$ cat config.mk
export PLATFORM = sky130hd
export DESIGN_NAME = instr_fetch
export DESIGN_NICKNAME = d
export VERILOG_FILES = /design/src/rtl/instr_fetch.sv
export SDC_FILE = /design/constraint.sdc
export NUM_CORES = 1
export LEC_CHECK = 0
export CAP_MARGIN = 10
export CELL_PAD_IN_SITES_DETAIL_PLACEMENT = 1
export CELL_PAD_IN_SITES_GLOBAL_PLACEMENT = 1
export CORE_MARGIN = 3
export CORE_UTILIZATION = 25
export DETAILED_ROUTE_END_ITERATION = 8
export PLACE_DENSITY_LB_ADDON = 0.1
export SLEW_MARGIN = 40
export SYNTH_ARGS = -nofsm -noshare
export SYNTH_HDL_FRONTEND = slang
export SYNTH_SLANG_ARGS = --single-unit
$ cat constraint.sdc
create_clock -name clk -period 5.4 [get_ports clk]
set_clock_uncertainty 0.2 [all_clocks]
set_input_delay 0.81 -clock clk [delete_from_list [all_inputs] [get_ports clk]]
set_output_delay 0.81 -clock clk [all_outputs]
set_load 0.05 [all_outputs]
$ cat src/rtl/instr_fetch.sv
// instr_fetch: instruction fetch stage feeding the combinational decoder.
// Keeps the program counter, issues one outstanding word read at a time to
// instruction memory, buffers returned words in a DEPTH-entry FIFO and
// presents the head with a valid/ready handshake. A branch redirect clears
// the FIFO and discards any in-flight fetch.
//
// Optional feature: define FETCH_MISALIGN_TRAP_EN to raise fetch_fault on a
// redirect to a non word aligned address. Without it the low two bits of the
// redirect target are silently cleared and fetch_fault is tied low.
//
// RESET_PC must be word aligned; DEPTH must be a power of two, >= 2.
module instr_fetch #(
    parameter logic [31:0] RESET_PC = 32'h0000_0000,
    parameter int unsigned DEPTH    = 2
) (
    input  logic        clk,
    input  logic        rst_n,
    output logic        imem_req,
    output logic [31:0] imem_addr,
    input  logic        imem_ack,
    input  logic [31:0] imem_rdata,
    input  logic        redirect,
    input  logic [31:0] redirect_pc,
    output logic        instr_valid,
    input  logic        instr_ready,
    output logic [31:0] instruction,
    output logic [31:0] instr_pc,
    output logic        fetch_fault
);

    localparam int unsigned   AW      = $clog2(DEPTH);
    localparam int unsigned   CW      = AW + 1;
    localparam logic [CW-1:0] DEPTH_C = CW'(DEPTH);

    // IDLE: nothing outstanding. REQ: outstanding, data will be kept.
    // FLUSH: outstanding, data will be dropped (a redirect happened meanwhile).
    typedef enum logic [1:0] {
        IDLE  = 2'd0,
        REQ   = 2'd1,
        FLUSH = 2'd2
    } state_e;

    typedef struct packed {
        logic [31:0] instr;
        logic [31:0] pc;
    } entry_t;

    state_e        state_q, state_d;
    logic          req_q, req_d;
    logic [31:0]   addr_q, addr_d;
    logic [31:0]   flush_pc_q, flush_pc_d;
    logic          fault_q, fault_d;

    entry_t        mem_q [DEPTH];
    logic [AW-1:0] wr_ptr_q, wr_ptr_d;
    logic [AW-1:0] rd_ptr_q, rd_ptr_d;
    logic [CW-1:0] count_q, count_d;
    logic          valid_q, valid_d;
    entry_t        head_q, head_d;

    logic          push;
    logic          pop;
    logic          issue_ok;
    logic [31:0]   target_pc;
    entry_t        push_entry;

    // Redirect target is always fetched from a word boundary.
    assign target_pc = {redirect_pc[31:2], 2'b00};

`ifndef FETCH_MISALIGN_TRAP_EN
    // Low target bits are intentionally dropped when the trap is disabled.
    logic unused_pc_bits;
    assign unused_pc_bits = ^redirect_pc[1:0];
`endif

    // FIFO bookkeeping: push/pop decisions, pointer and occupancy next-state,
    // and the next value of the registered head outputs.
    always_comb begin
        // NOTE: every signal gets a default before any branch so no path can
        // leave it unassigned, which would otherwise infer a latch.
        push       = (state_q == REQ) && imem_ack && !redirect;
        pop        = valid_q && instr_ready && !redirect;
        push_entry = '{instr: imem_rdata, pc: addr_q};
        wr_ptr_d   = wr_ptr_q;
        rd_ptr_d   = rd_ptr_q;
        count_d    = count_q;
        head_d     = head_q;

        if (redirect) begin
            // Emptying is just collapsing the read pointer onto the write one.
            rd_ptr_d = wr_ptr_q;
            count_d  = '0;
        end else begin
            if (push) begin
                wr_ptr_d = wr_ptr_q + AW'(1);
            end
            if (pop) begin
                rd_ptr_d = rd_ptr_q + AW'(1);
            end
            count_d = count_q + CW'(push) - CW'(pop);
        end

        // The head register follows the FIFO; when the FIFO drains it keeps
        // the last delivered word. A word written into the slot that becomes
        // the head this cycle bypasses the storage array.
        if (count_d != '0) begin
            if (push && (wr_ptr_q == rd_ptr_d)) begin
                head_d = push_entry;
            end else begin
                head_d = mem_q[rd_ptr_d];
            end
        end
        valid_d = (count_d != '0);
    end

    // Fetch FSM next state: PC, flush target and fault flag.
    always_comb begin
        state_d    = state_q;
        addr_d     = addr_q;
        flush_pc_d = flush_pc_q;

`ifdef FETCH_MISALIGN_TRAP_EN
        fault_d = redirect ? (redirect_pc[1:0] != 2'b00) : fault_q;
`else
        fault_d = 1'b0;
`endif

        // Only issue when the word coming back next can certainly be stored.
        issue_ok = (count_d < DEPTH_C) && !fault_d;

        unique case (state_q)
            IDLE: begin
                if (redirect) begin
                    addr_d = target_pc;
                end
                if (issue_ok) begin
                    state_d = REQ;
                end
            end
            REQ: begin
                if (imem_ack) begin
                    // Data is either pushed or, on a coinciding redirect, dropped.
                    addr_d  = redirect ? target_pc : addr_q + 32'd4;
                    state_d = issue_ok ? REQ : IDLE;
                end else if (redirect) begin
                    // Address must stay put until memory answers; remember target.
                    flush_pc_d = target_pc;
                    state_d    = FLUSH;
                end
            end
            FLUSH: begin
                if (imem_ack) begin
                    addr_d  = redirect ? target_pc : flush_pc_q;
                    state_d = issue_ok ? REQ : IDLE;
                end else if (redirect) begin
                    flush_pc_d = target_pc;
                end
            end
            default: begin
                state_d = IDLE;
            end
        endcase
    end

    // Fetch FSM outputs: a request is outstanding in every state but IDLE.
    always_comb begin
        req_d = (state_d != IDLE);
    end

    // State, PC and FIFO control registers.
    always_ff @(posedge clk or negedge rst_n) begin
        // NOTE: non-blocking assignments so every register samples the values
        // from before this edge, independent of statement order.
        if (!rst_n) begin
            state_q    <= IDLE;
            req_q      <= 1'b0;
            addr_q     <= RESET_PC;
            flush_pc_q <= '0;
            fault_q    <= 1'b0;
            wr_ptr_q   <= '0;
            rd_ptr_q   <= '0;
            count_q    <= '0;
            valid_q    <= 1'b0;
            head_q     <= '0;
        end else begin
            state_q    <= state_d;
            req_q      <= req_d;
            addr_q     <= addr_d;
            flush_pc_q <= flush_pc_d;
            fault_q    <= fault_d;
            wr_ptr_q   <= wr_ptr_d;
            rd_ptr_q   <= rd_ptr_d;
            count_q    <= count_d;
            valid_q    <= valid_d;
            head_q     <= head_d;
        end
    end

    // FIFO storage array.
    always_ff @(posedge clk) begin
        // NOTE: the array has no reset; occupancy and the head register are
        // reset, so stale slot contents can never reach the outputs.
        if (push) begin
            mem_q[wr_ptr_q] <= push_entry;
        end
    end

    // Occupancy can never exceed the FIFO size.
    a_count_bound: assert property (@(posedge clk) disable iff (!rst_n) count_q <= DEPTH_C);

    assign imem_req    = req_q;
    assign imem_addr   = addr_q;
    assign instr_valid = valid_q;
    assign instruction = head_q.instr;
    assign instr_pc    = head_q.pc;
    assign fetch_fault = fault_q;

endmodule
### Register map, names as in the netlist, run 1

Scale bar: 50 um. Other sequential cells in the stronger grey, the rest of the logic in the fainter grey.
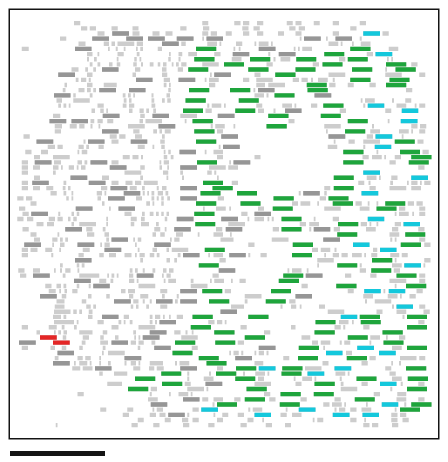
- red: state_q (flops 2)
- green: mem_q (flops 128)
- cyan: instruction (flops 32; where a vertical strip on the right)
- not coloured: 102
Flop area: 7250 um2
fin util: 33.0%
flop share of the area: 46.6%

### Metal layers overlaid, run 1

Scale bar: 50 um.
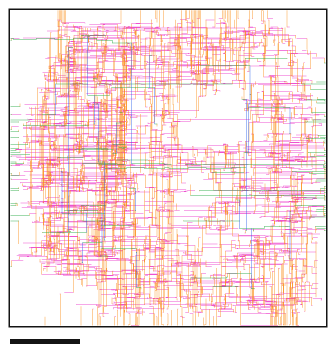
- green: M3 (wire length 1820 um)
- orange: M2 (wire length 17500 um)
- blue: M4 (wire length 867 um)
- magenta: M1 (wire length 18500 um)

### Congestion heat map, run 1

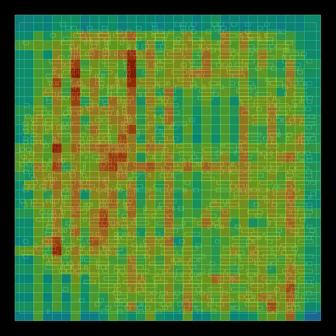
detailed-route wire length per cell: 22.3 um
GR Util met2: 24.1%
met1 usage: 21.4%

### Placed cells, one colour a class, run 1

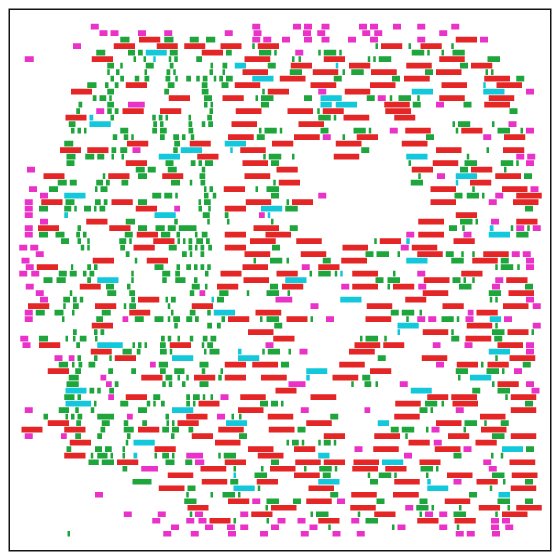
- magenta: remaining buffers and delay cells (cells 183)
- green: remaining logic cells (cells 620)
- cyan: clock drivers and dummy loads (cells 63)
- red: registers (cells 264)
num rows: 79
Final Instance Area: 15500 um2
core area: 47100 um2

[run 1: worst max-delay path, stage by stage, from the launching register on]
cell,delay (ps)
dfrtp_1,420
inv_1,100
ha_1,500
nand3b_4,160
ha_1,300
inv_1,40
ha_1,180
xnor2_1,130
xnor2_1,260
o21a_4,200
and2_4,560
buf_4,360
a221oi_2,90
[run 1: worst paths after layout]
kind | from | endpoint | slack, ps | depth (start not counted)
worst max-delay path | state_q[1] | instruction[5] | 1680 | 12
worst min-delay path | rst_n | flush_pc_q[28] | 120 | 1
worst max register to register | state_q[1] | instruction[5] | 1680 | 12
worst min register to register | flush_pc_q[20] | flush_pc_q[20] | 290 | 2
max in group asynchronous | rst_n | instruction[15] | 3900 | 2
min in group clk | flush_pc_q[20] | flush_pc_q[20] | 290 | 2
[run 1: sequential cells by signal (all words and copies together), names as in the netlist, 2 cells and up]
register	count
count_q	2
flush_pc_q	32
imem_addr	32
instr_pc	32
instruction	32
mem_q	128
state_q	2
[run 1: stage by stage]
stage                     hold WS, ps  std cells  util [%]
final                             117       1737      33.0
after global routing              149       1737      33.0
after CTS                         112       1737      32.9
after detailed placement          273       1674      30.5
after global placement            274       1674      30.5
after floorplan                   250        958         -
[run 1: report_power, final]
part	switching, mW	leakage [nW]	internal (mW)
Clock	0.901	0.573	1.42
Sequential	0.574	2.75	2.81
Combinational	3.10	2.62	1.68
Total	4.58	5.95	5.91
[run 1: kinds of logic (layout without fill, tap and decap cells)]
family,after synthesis,in the layout
other,1,1
buffers and inverters,89,261
adder cells (fa/ha/maj),7,7
AND-OR/OR-AND,211,211
multiplexers,109,109
AND/OR/NAND/NOR,272,272
flip-flops,264,264
XOR/XNOR,5,5
[run 1: routing by layer]
layer	up-vias	part of all wire (%)	track usage, %
met5	-	0	0
met4	0	2.2	4.59
met3	53	4.7	2.83
met2	167	45	24.1
met1	4340	48	21.4
li1	3909	-	-
[run 1: layout make-up]
cell class	count	share of cell area, %
Clock buffer	47	6.59
Clock inverter	16	0.789
Inverter	15	0.362
Multi-Input combinational cell	605	28.8
Sequential cell	264	46.6
Tap cell	607	4.89
Timing Repair Buffer	183	11.9
[run 1: cell usage in the layout (no fill, tap or decap), types with 6 or more instances in the layout]
master / synthesis / final
nor2_1: 168 / 166
clkdlybuf4s50_1: 0 / 163
dfrtp_1: 136 / 136
edfxtp_1: 128 / 128
mux2i_1: 66 / 65
a221oi_2: 60 / 60
o21ai_0: 51 / 51
mux2_2: 43 / 43
clkbuf_16: 0 / 37
nand2_1: 30 / 30
nand3_1: 17 / 17
a21oi_1: 15 / 15
nor3_1: 16 / 15
inv_1: 15 / 13
a221oi_1: 13 / 13
buf_4: 1 / 13
a31oi_1: 9 / 9
a221o_1: 9 / 9
o31ai_1: 8 / 8
clkinv_2: 0 / 8
and3_1: 6 / 6
ha_1: 7 / 6
clkbuf_8: 0 / 6
clkinv_1: 0 / 6
==> results.tsv, run 1 <==
stage	metric	value	unit
yosys	ys_top_cells_by_count	168 x nor2_1, 136 x dfrtp_1, 128 x edfxtp_1	
die	die-width	226	um
yosys	ys_chip_area	12100	um2
die	die_height	226	um
worst_setup_path	endpoint_kind	flip-flop	
yosys	synthAdderAreaFrac	0.724	%
cts	cts_tree	built	
grt	antenna_found_initial	0	
grt	overflow	0	
yosys	synth_flops	264	
timing	tns	0	ps
yosys	xor_share	0.362	%
cts	ctsHoldBuffers	0	
timing	worstMarginPinSlew	832	ps
timing	report.final.hold_viol_count	0	
yosys	fp_nets	1034	
yosys	yosys_warnings	0	
timing	finalWorstSetupSlack	1680	ps
yosys	synth_cell_types	63	
timing	fin_crit_sh	68.9	%
yosys	topCombFamilyByArea	AND-OR/OR-AND gates	
drt	ant_nets	0	
cts	cts_buffers	35	
cts	cts.sinks	264	
yosys	synth-async-reset-ratio	51.5	%
yosys	ys_sh_simple	10.0	%
finish	drive_above_1_share	17.5	%
grt	grt_pass1_wl	59300	um
job	tool_warnings	33	
place	portBuffers	164	
timing	setup_viol	0	
place	dp.final_hpwl	24100	um
yosys	ys_cells	958	
yosys	synth_seq_share	59.9	%
die	initCoreUtil	25.6	%
drt	drcViolationCount	0	
yosys	largest_area_cell	edfxtp_1	
cts	root_buffer	clkbuf_16	
pwr	power_leakage	5.95	nW
timing	grt_setup_unrepaired	false	
timing	post-route-min-period	3720	ps
die	num_io_pins	168	
cts	clkTransAtPathRegs	60	ps
yosys	avgSynthCellArea	12.6	um2
finish	area_growth	28.5	%
min_path	hold_class	in -> async	
cts	ctsResizeCount	0	
finish	diodes	0	
yosys	edf_count	128	
grt	grt_usage	15.3	%
place	place_area	14400	um2
worst_setup_path	crit_type	reg -> reg	
yosys	ys.flop_type	dfrtp_1	
worst_setup_path	critPathMaxFanout	31	
job	cap_violations	0	
drt	drtIter0Drc	411	
yosys	ys_sh_aoi	16.0	%
timing	relSlewSlack	44.6	%
pwr	vdd_drop_max	0.291	mV
yosys	syn_inst	958	
drt	route.final.wire_length	38700	um
finish	comb_area	4480	um2
timing	drv_slew	0	
drt	vias	8469	
drt	vias_per_cell	4.88	
yosys	yosysTopAreaCellShare	31.8	%
timing	fmax	269	MHz
cts	cts_max_level	2	
finish	fin_nets	1180	
grt	grt_pass1_vias	9195	
pwr	p_per_area	675	nW/um2
worst_setup_path	required	5570	ps
finish	fill_cells	5047	
cts	clock_path_buffers	3	
place	pre_cts_ws	1190	ps
run_status	outcome	completed	
yosys	mux_area_share	9.47	%
yosys	syn_area	12100	um2
yosys	topCellsByArea	edfxtp_1 32%, dfrtp_1 28%, a221oi_2 7.5%	
yosys	most_common_cell	nor2_1	
die	dieArea	51000	um2
cts	cts_setup_buffers	0	
place	globalplace.congestion	0.758	
pwr	p_total	10.5	mW
cts	insertion_delay	530	ps
worst_setup_path	critPathArrivalTime	3890	ps
worst_setup_path	start_kind	flip-flop	
grt	grt_max_degree	130	
drt	first_pass_iters	4	
==> run 2, diff against run 1 <==
==> constraint.sdc (replaced) <==
create_clock -name clk -period 3.2 [get_ports clk]
set_clock_uncertainty 0.2 [all_clocks]
set_input_delay 0.48 -clock clk [delete_from_list [all_inputs] [get_ports clk]]
set_output_delay 0.48 -clock clk [all_outputs]
set_load 0.05 [all_outputs]
==> results.tsv, run 2 <==
stage	metric	value	unit	change
run_status	outcome	completed		unchanged
worst_setup_path	required	3430	ps	was 5570 ps
worst_setup_path	start_kind	flip-flop		unchanged
yosys	topCellsByArea	edfxtp_1 32%, dfrtp_1 28%, a221oi_2 7.5%		unchanged
finish	final_area	16100	um2	was 15500 um2
worst_setup_path	crit_type	reg -> reg		unchanged
yosys	most_common_cell	nor2_1		unchanged
place	pre_cts_ws	-46.6	ps	was 1190 ps
worst_setup_path	critPathMaxFanout	19		was 31
cts	insertion_delay	530	ps	about the same
drt	drtIter0Drc	367		was 411
timing	fmax	355	MHz	was 269 MHz
timing	relSlewSlack	57.9	%	was 44.6%
pwr	p_per_area	1140	nW/um2	was 675 nW/um2
yosys	synth_flops	264		unchanged
timing	grt_setup_unrepaired	false		unchanged
grt	grt_max_degree	63		was 130
worst_setup_path	cp_top_family	adder cells		unchanged
cts	clkTransAtPathRegs	60	ps	about the same
drt	first_pass_iters	5		was 4
cts	cts.sinks	264		unchanged
cts	clock_path_buffers	3		unchanged
job	cap_violations	0		unchanged
place	portBuffers	164		unchanged
finish	area_growth	33.3	%	was 28.5%
die	die-width	226	um	unchanged
die	num_rows	79		unchanged
place	dpl.cell_count	1733		was 1674
yosys	ys_cells	958		unchanged
drt	wl_met1	18800	um	was 18500 um
cts	cts_max_level	2		unchanged
drt	top_layer	met4		unchanged
yosys	ys_chip_area	12100	um2	unchanged
grt	overflow	0		unchanged
timing	finalHoldWorstSlack	285	ps	was 117 ps
yosys	ys_top_cells_by_count	168 x nor2_1, 136 x dfrtp_1, 128 x edfxtp_1		unchanged
yosys	edf_count	128		unchanged
min_path	hold_class	reg -> reg		was in -> async
pwr	p_int	10.4	mW	was 5.91 mW
timing	worstMarginPinSlew	630	ps	was 832 ps
pwr	comb_power_share	48.9	%	was 45.6%
worst_setup_path	slowest_delay	410	ps	was 560 ps
timing	tns	0	ps	unchanged
timing	report.final.hold_viol_count	0		unchanged
finish	drive_above_1_share	20.6	%	was 17.5%
finish	fin_nets	1240		was 1180
yosys	fp_nets	1034		unchanged
drt	vias_per_cell	4.88		about the same
timing	setup_viol	0		unchanged
cts	cts_setup_buffers	0		unchanged
timing	drv_slew	0		unchanged
drt	ant_nets	0		unchanged
yosys	synth_cell_types	63		unchanged
timing	finalWorstSetupSlack	384	ps	was 1680 ps
die	dieArea	51000	um2	unchanged
timing	fin_crit_sh	88.0	%	was 68.9%
finish	finish.utilization	34.2	%	was 33.0%
place	dp.final_hpwl	27000	um	was 24100 um
yosys	yosysTopAreaCellShare	31.8	%	unchanged
pwr	seqPwrFrac	30.6	%	was 32.2%
worst_setup_path	crit_top_cell	ha_1		unchanged
finish	top_register	mem_q		unchanged
finish	mostFrequentLayoutCells	168 x nor2_1, 163 x clkdlybuf4s50_1, 136 x dfrtp_1		was 166 x nor2_1, 163 x clkdlybuf4s50_1, 136 x dfrtp_1
grt	grt_pass1_vias	9358		was 9195
die	die_height	226	um	unchanged
place	globalplace.congestion	0.737		was 0.758
finish	layout_top_cell	nor2_1		unchanged
worst_setup_path	path_buffers	3		unchanged
pwr	clock_power_share	20.5	%	was 22.1%
drt	wl_met2	18500	um	was 17500 um
cts	cts_tree	built		unchanged
finish	final_cells	1799		was 1737
grt	antenna_found_initial	1		was 0
finish	largest_reg_flops	128		unchanged
place	place_area	15000	um2	was 14400 um2
cts	cts_buffers	35		unchanged
pwr	power_leakage	6.26	nW	was 5.95 nW
drt	route.met3.wl	1580	um	was 1820 um
cts	root_buffer	clkbuf_16		unchanged
yosys	yosys_warnings	0		unchanged
worst_setup_path	endpoint_kind	flip-flop		unchanged
cts	ctsResizeCount	0		unchanged
worst_setup_path	cp_cell_sequence	inv_1, ha_1, nand3b_4, ha_1, inv_1, ha_1, xnor2_1, xnor2_1, o21a_4, and2_4, buf_12, a221oi_1		was inv_1, ha_1, nand3b_4, ha_1, inv_1, ha_1, xnor2_1, xnor2_1, o21a_4, and2_4, buf_4, a221oi_2
pwr	vdd_drop_max	0.333	mV	was 0.291 mV
grt	grt_pass1_wl	60400	um	was 59300 um
yosys	largest_area_cell	edfxtp_1		unchanged
timing	post-route-min-period	2820	ps	was 3720 ps
yosys	avgSynthCellArea	12.6	um2	unchanged
die	core_area	47100	um2	unchanged
yosys	ys.flop_type	dfrtp_1		unchanged
worst_setup_path	crit_path_top_delay_cell	dfrtp_1		was and2_4
worst_setup_path	critPathArrivalTime	3040	ps	was 3890 ps
yosys	syn_inst	958		unchanged
drt	drcViolationCount	0		unchanged
pwr	swShare	43.2	%	was 43.7%
yosys	synth_seq_share	59.9	%	unchanged
yosys	syn_area	12100	um2	unchanged
job	tool_warnings	32		was 33
yosys	synth-async-reset-ratio	51.5	%	unchanged
die	num_io_pins	168		unchanged
die	initCoreUtil	25.6	%	unchanged
cts	ctsHoldBuffers	1		was 0
pwr	power_switching	7.91	mW	was 4.58 mW
pwr	p_total	18.3	mW	was 10.5 mW
## run 2: cell counts after synthesis
Identical to the previous run, type by type.
## run 2: power by group through the flow
| stage | sequential [mW] | clock [mW] | combinational [mW] |
|---|---|---|---|
| after floorplan | 7.45 | 0 | 3.62 |
| after global placement | 5.65 | 0 | 9.01 |
| after detailed placement | 5.69 | 0 | 9.06 |
| after CTS | 5.63 | 3.91 | 9.10 |
| after global routing | 5.75 | 4.04 | 9.60 |
| final | 5.60 | 3.75 | 8.96 |
## run 2: area by class of cell
cell class	instances	area (um2)
Timing Repair Buffer	243	2500
Clock buffer	46	938
Tap cell	607	759
Fill cell	4999	31000
Multi-Input combinational cell	605	4460
Antenna cell	1	2.50
Clock inverter	18	156
Inverter	15	56.3
Sequential cell	264	7250
## run 2: path summary, 6_finish.rpt
| path | cells past startpoint | endpoint | slack, ps | from |
|---|---|---|---|---|
| max | 12 | instr_pc[4] | 380 | state_q[1] |
| min | 1 | flush_pc_q[0] | 290 | flush_pc_q[0] |
| max reg2reg | 12 | instr_pc[4] | 380 | state_q[1] |
| min reg2reg | 1 | flush_pc_q[0] | 290 | flush_pc_q[0] |
| max in group asynchronous | 3 | flush_pc_q[15] | 1590 | rst_n |
| min in group asynchronous | 2 | instr_pc[21] | 350 | rst_n |
## run 2: routing by layer
layer	GRT usage (%)	vias up
li1	-	4055
met2	25.2	157
met5	0	-
met1	21.7	4517
met4	3.57	0
met3	3.09	44
## run 2: cell families (layout without fill, tap and decap cells)
family | after synthesis | after routing | share of synthesized area [%]
AND/OR/NAND/NOR | 272 | 272 | 10.0
multiplexers | 109 | 109 | 9.47
adder cells (fa/ha/maj) | 7 | 7 | 0.724
other | 1 | 2 | 0.0310
AND-OR/OR-AND | 211 | 211 | 16.0
buffers and inverters | 89 | 322 | 3.44
XOR/XNOR | 5 | 5 | 0.362
flip-flops | 264 | 264 | 59.9
### Wire density map, run 2

Scale bar: 50 um. 23 x 23 tiles, from dark blue (low) to red (high), scaled to the fullest tile. Values are wire area over tile area, all layers added.
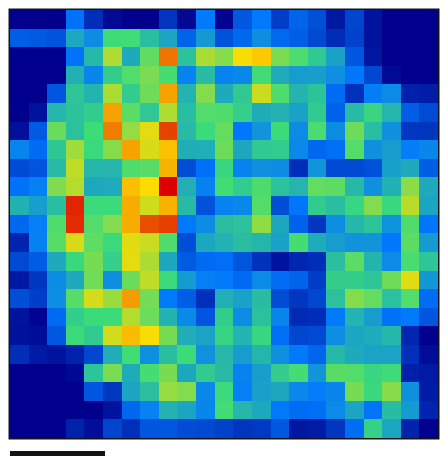
- densest ninth of the die: left middle
- tiles over half the peak: 22%
- fullest tile: 0.35
- nearly empty tiles: 8.7%
- mean over tiles: 0.12
detailed-route wire length per cell: 22.0 um
DR vias: 8773

### Metal layers overlaid, run 2

Scale bar: 50 um.
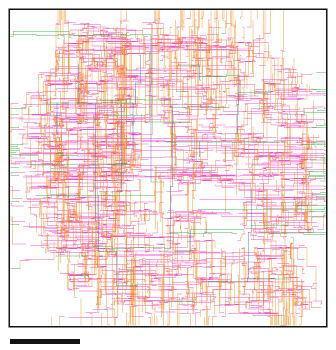
- magenta: M1 (wire length 18800 um)
- green: M3 (wire length 1580 um)
- orange: M2 (wire length 18500 um)
- blue: M4 (wire length 689 um)
Overall Global Routing Usage: 15.6%
DRT Wirelength: 39600 um

Power figures rest on the tool's default switching activity, not on a simulated workload.
